**Run 1: sizing map**

Scale: 4 px per um.
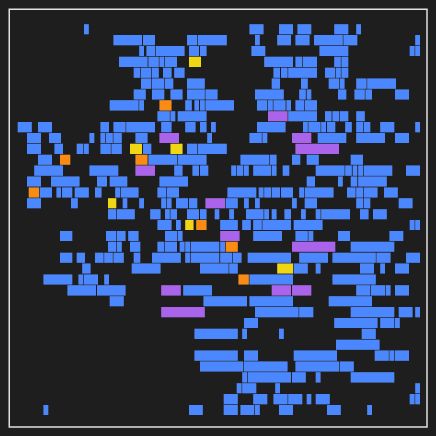
**Run 1: placed cells, one color a class**

Scale: 4 px per um.
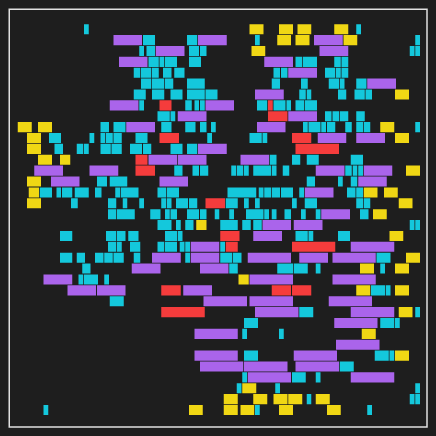
**Run 1: a small window of the routed layout**

Window x 14 to 39, y 66 to 91 um. Cells in gray, sequential cells in the stronger gray; small squares are vias.
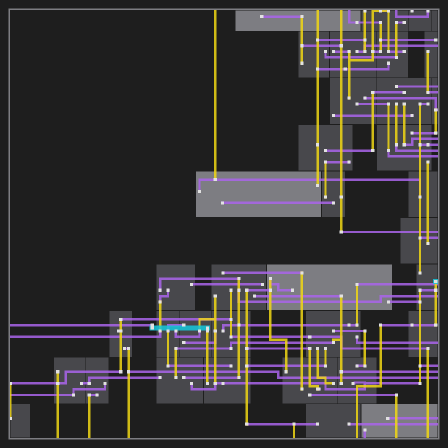
Design fifo_line_reader, sky130hd; sources not shown.
==> results.json, run 1 <==
{
  "outcome": "finished, final reports clean",
  "vias": 2301,
  "fp_util": 0.311,
  "grt_util_all_layers": 0.115,
  "dpl.hpwl_um": 4160,
  "p_switching_uw": 481,
  "critPathMaxStageDelay_ns": 0.46,
  "chip_area_sq_mm": 0.0108,
  "cp_data_required_time_ns": 4.96,
  "lay_top_count": "dfxtp_1",
  "largest_reg_flops": 20,
  "tap_cells": 133,
  "xor_share": 0.0343,
  "cts_max_level": 3,
  "drc": 0,
  "grt.overflow.total": 0,
  "grt_pass1_wl_um": 10100,
  "n_all_inverters": 16,
  "dp_cells": 479,
  "top_cells_by_count": "dfxtp_1, nor2_1, edfxtp_1",
  "fin_skew_ns": 0.0121,
  "ys_sh_aoi": 0.121,
  "wl_per_cell_um": 12.1,
  "avgSynthCellArea_sq_um": 9.83,
  "slowest_stage": "fa_1",
  "cts_resized": 0,
  "ant_nets": 0,
  "wl_um": 5990,
  "ys_seq_share": 0.483,
  "met1_length_um": 3000,
  "comb_power_uw": 429,
  "powerDensity_mw_per_mm2": 356,
  "instances_no_fill": 495,
  "hold_depth": 0,
  "synthSimpleGateAreaFrac": 0.199,
  "grt_use_met1": 0.151,
  "top_usage_layer": "met2",
  "crit_type": "primary input to primary output",
  "reg2regPathDepth": 11,
  "fin_crit_ns": 5.14,
  "setup_slack_ns": 1.06,
  "grt_max_degree": 32,
  "synth_cells": 312,
  "power_leader": "registers",
  "ys_chip_area_sq_mm": 0.00307,
  "synth-async-reset-ratio": 0,
  "path_buffers": 5,
  "cp_num_cells": 12,
  "yosysUniqueCellTypes": 53,
  "die_y_um": 104,
  "nClkBuffers": 9,
  "root_buffer": "clkbuf_8",
  "antenna_found_initial": 0,
  "arrival_ns": 3.90,
  "power.total_mw": 1.36,
  "rsz0062_at_grt": "false",
  "sh_comb_area": 0.367,
  "comb_cells": 219,
  "fin_setup_tns_ns": 0,
  "yosys.area_share.adder": 0.0392,
  "flop_cell": "dfxtp_1",
  "lay_top_cells": "dfxtp_1, clkdlybuf4s50_1, nor2_1",
  "seqPwrFrac": 0.368,
  "yosysMostFrequentCell": "dfxtp_1",
  "crit_chain": "clkdlybuf4s50_1 > o21ai_1 > inv_1 > ha_1 > inv_1 > ha_1 > fa_1 > nor2_1 > o311ai_1 > buf_4 > nor2_1 > buf_4",
  "cts_buffers": 9,
  "wl_met3_um": 247,
  "ff_count": 64
}
About 'sizing map':
| size | color | cells | share |
|---|---|---|---|
| _2 cells | yellow | 6 | 1.7% |
| _6 and larger | purple | 12 | 3.3% |
| _0 and _1 cells | blue | 337 | 93% |
| _3 and _4 cells | orange | 7 | 1.9% |
Area Growth Syn to Fin: 24.4%
Final Cell Area: 0.00381 sq mm

About 'placed cells, one color a class':
| class | color | cells | share of their area |
|---|---|---|---|
| sequential cells | purple | 64 | 41% |
| clock drivers and dummy loads | red | 16 | 6.7% |
| combinational and other logic | cyan | 235 | 40% |
| remaining buffers and delay cells | yellow | 47 | 13% |
Final Util: 0.387
# rows: 36
Seq area share: 0.388

About 'a small window of the routed layout':
| layer | color |
|---|---|
| metal 2 | yellow |
| metal 3 | cyan |
| metal 1 | purple |
sequential cells in the window: 3
most frequent: a21oi_1 (3), dfxtp_1 (3)
cells with their middle in the window: 27

**Run 1: met1 routing**

Scale: 4 px per um.
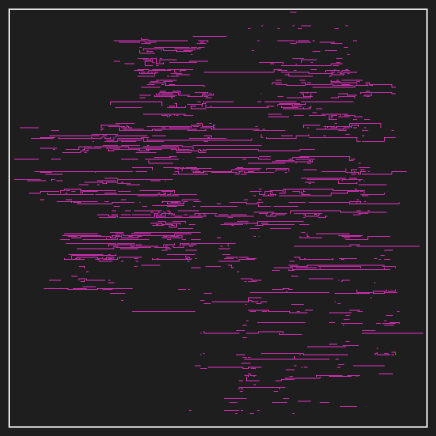

==> run 2: changes to the inputs <==
clock period = 5.2 ns   (was 6.2 ns; I/O delays follow)
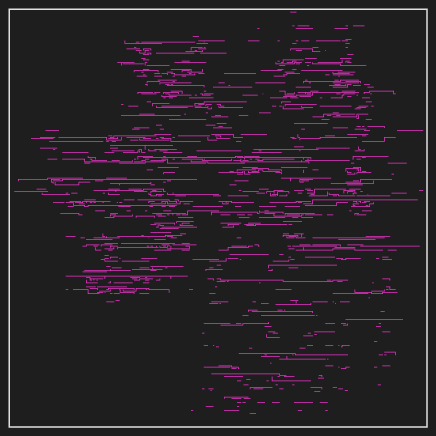
**Above:** run 2 (met1 routing).
Scale: 4 px per um.
main direction: horizontal
nets with wire on the layer: 329
wire length on this layer: 2800 um
M1 GR Usage: 0.142
via count: 2368

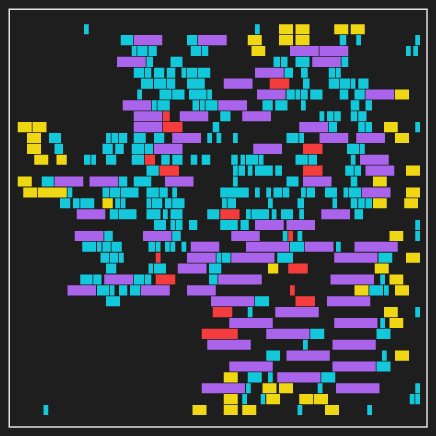
**Above:** run 2 (placed cells, one color a class).
Scale: 4 px per um.
| class | color | cells | share of their area |
|---|---|---|---|
| remaining buffers and delay cells | yellow | 47 | 13% |
| sequential cells | purple | 64 | 41% |
| clock drivers and dummy loads | red | 16 | 5.2% |
| combinational and other logic | cyan | 235 | 41% |
Final Util: 0.382
Core ar.: 0.00986 sq mm
Seq area share: 0.393
Final Cell Area: 0.00377 sq mm

==> results.json, run 2 <==
{
  "timing.final.crit_share": 0.912,
  "fp_util": 0.311,
  "seqPwrFrac": 0.399,
  "power_leader": "registers",
  "synth-async-reset-ratio": 0,
  "hold_path_class": "flop to flop",
  "arrival_ns": 3.70,
  "ys_seq_share": 0.483,
  "grt.overflow.total": 0,
  "met1_length_um": 2800,
  "wl_um": 5930,
  "fmax_ghz": 0.211,
  "crit_type": "primary input to primary output",
  "slew_violations": 0,
  "die_w_um": 104,
  "first_global_vias": 2203,
  "wl_per_cell_um": 12.0,
  "yosysUniqueCellTypes": 53,
  "sh_comb_area": 0.372,
  "cts_tree": "done",
  "cap_violations": 0,
  "synth_cells": 312,
  "post_route_cells_drive_above_1_share": 0.0635,
  "cts.path.max_buffers": 2,
  "synthSimpleGateAreaFrac": 0.199,
  "largest_reg_flops": 20,
  "flop_cell": "dfxtp_1",
  "nClkBuffers": 11,
  "peakVddDrop_mv": 0.140,
  "grt_util_all_layers": 0.114,
  "dpl-instance-area_sq_mm": 0.00358,
  "ys_sh_mux": 0.0429,
  "pwr.group.clock_uw": 388,
  "edf_count": 20,
  "rsz0062_at_grt": "false",
  "cts_buffers": 9,
  "critPathMaxStageDelay_ns": 0.45,
  "comb_cells": 219,
  "tap_cells": 133,
  "crit_family": "adder cells",
  "largest_area_cell": "dfxtp_1",
  "dpl.hpwl_um": 4220,
  "power.internal_uw": 938,
  "fin_skew_ns": 0.00898,
  "dominant_cells": "flip-flops and latches",
  "postCtsSetupRepairBufs": 0,
  "syn-cell-area_sq_mm": 0.00307,
  "path_clk_slew_ns": 0.07,
  "lay_top_count": "dfxtp_1",
  "top_layer": "met4",
  "cp-start-kind": "primary input",
  "ff_count": 64,
  "comb_power_uw": 513,
  "ys_ff": 64,
  "regArea_sq_mm": 0.00148,
  "first_pass_iters": 4,
  "ys_sh_aoi": 0.121,
  "cts_resized": 0,
  "slowest_stage": "fa_1",
  "ys_cells": 312,
  "yosys.area_share.adder": 0.0392,
  "clock_area_frac": 0.0495,
  "preCtsSetupSlack_ns": 0.456,
  "area_leaders": "dfxtp_1, edfxtp_1, buf_4",
  "instances_no_fill": 495,
  "synth_top_area_share": 0.287,
  "lay_top_cells": "dfxtp_1, clkdlybuf4s50_1, nor2_1",
  "fillers": 983,
  "crit_fanout": 6,
  "leakage_nw": 1.32,
  "top_cells_by_count": "dfxtp_1, nor2_1, edfxtp_1",
  "wl_met3_um": 290,
  "synth_warnings": 0,
  "non_clock_buffer_area_share": 0.125,
  "path_buffers": 4,
  "root_buffer": "clkbuf_8",
  "drc": 0,
  "outcome": "finished, final reports clean",
  "hold_viol": 0,
  "cp_data_required_time_ns": 4.16,
  "insertion_delay_ns": 0.33,
  "n_all_inverters": 16,
  "grt_util_met3": 0.0332,
  "ys_chip_area_sq_mm": 0.00307,
  "cts.sinks": 64,
  "antenna_found_initial": 0,
  "end_kind": "primary output",
  "p_comb_frac": 0.342,
  "diodes": 0,
  "top_logic_kind": "simple AND/OR/NAND/NOR gates",
  "drtIter0Drc": 40,
  "yosysMostFrequentCell": "dfxtp_1",
  "warnings": 35,
  "portBuffers": 44,
  "p_switching_uw": 561,
  "crit_chain": "clkdlybuf4s50_1 > o21ai_1 > inv_1 > ha_1 > inv_1 > ha_1 > fa_1 > nor2_1 > o311ai_1 > nor2_1 > buf_12",
  "p_clk_frac": 0.259,
  "dp_cells": 479,
  "postCtsHoldBufs": 0,
  "grt_max_degree": 32,
  "sw_frac_of_total": 0.374,
  "power.total_mw": 1.50,
  "fin_crit_ns": 4.74,
  "hold_depth": 0,
  "whs_ns": 0.442,
  "setup_viol": 0,
  "wl_met2_um": 2740,
  "final_nets": 388,
  "cp_num_cells": 11,
  "grt_pass1_wl_um": 10000,
  "fin_setup_tns_ns": 0,
  "slew_headroom": 0.457,
  "rows": 36,
  "ant_nets": 0,
  "xor_share": 0.0343,
  "cts_max_level": 3,
  "io_pins": 68,
  "viasPerCell": 4.78,
  "avgSynthCellArea_sq_um": 9.83,
  "top_usage_layer": "met2",
  "chip_area_sq_mm": 0.0108,
  "p_seq_uw": 598,
  "r2r_slack_ns": 1.98,
  "reg2regPathDepth": 11,
  "tightest_slew_ns": 0.812,
  "powerDensity_mw_per_mm2": 398,
  "grtUsageMet2": 0.182,
  "logic_area_sq_mm": 0.00140,
  "die_y_um": 104
}
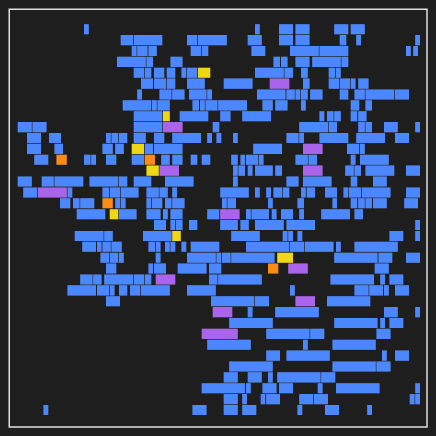
**Above:** run 2 (sizing map).
Scale: 4 px per um.
| size | color | cells | share |
|---|---|---|---|
| _0 and _1 cells | blue | 339 | 94% |
| _3 and _4 cells | orange | 4 | 1.1% |
| _6 and larger | purple | 12 | 3.3% |
| _2 cells | yellow | 7 | 1.9% |
Area Growth Syn to Fin: 22.9%
number of non-clock buffers: 47
final setup margin: 0.458 ns

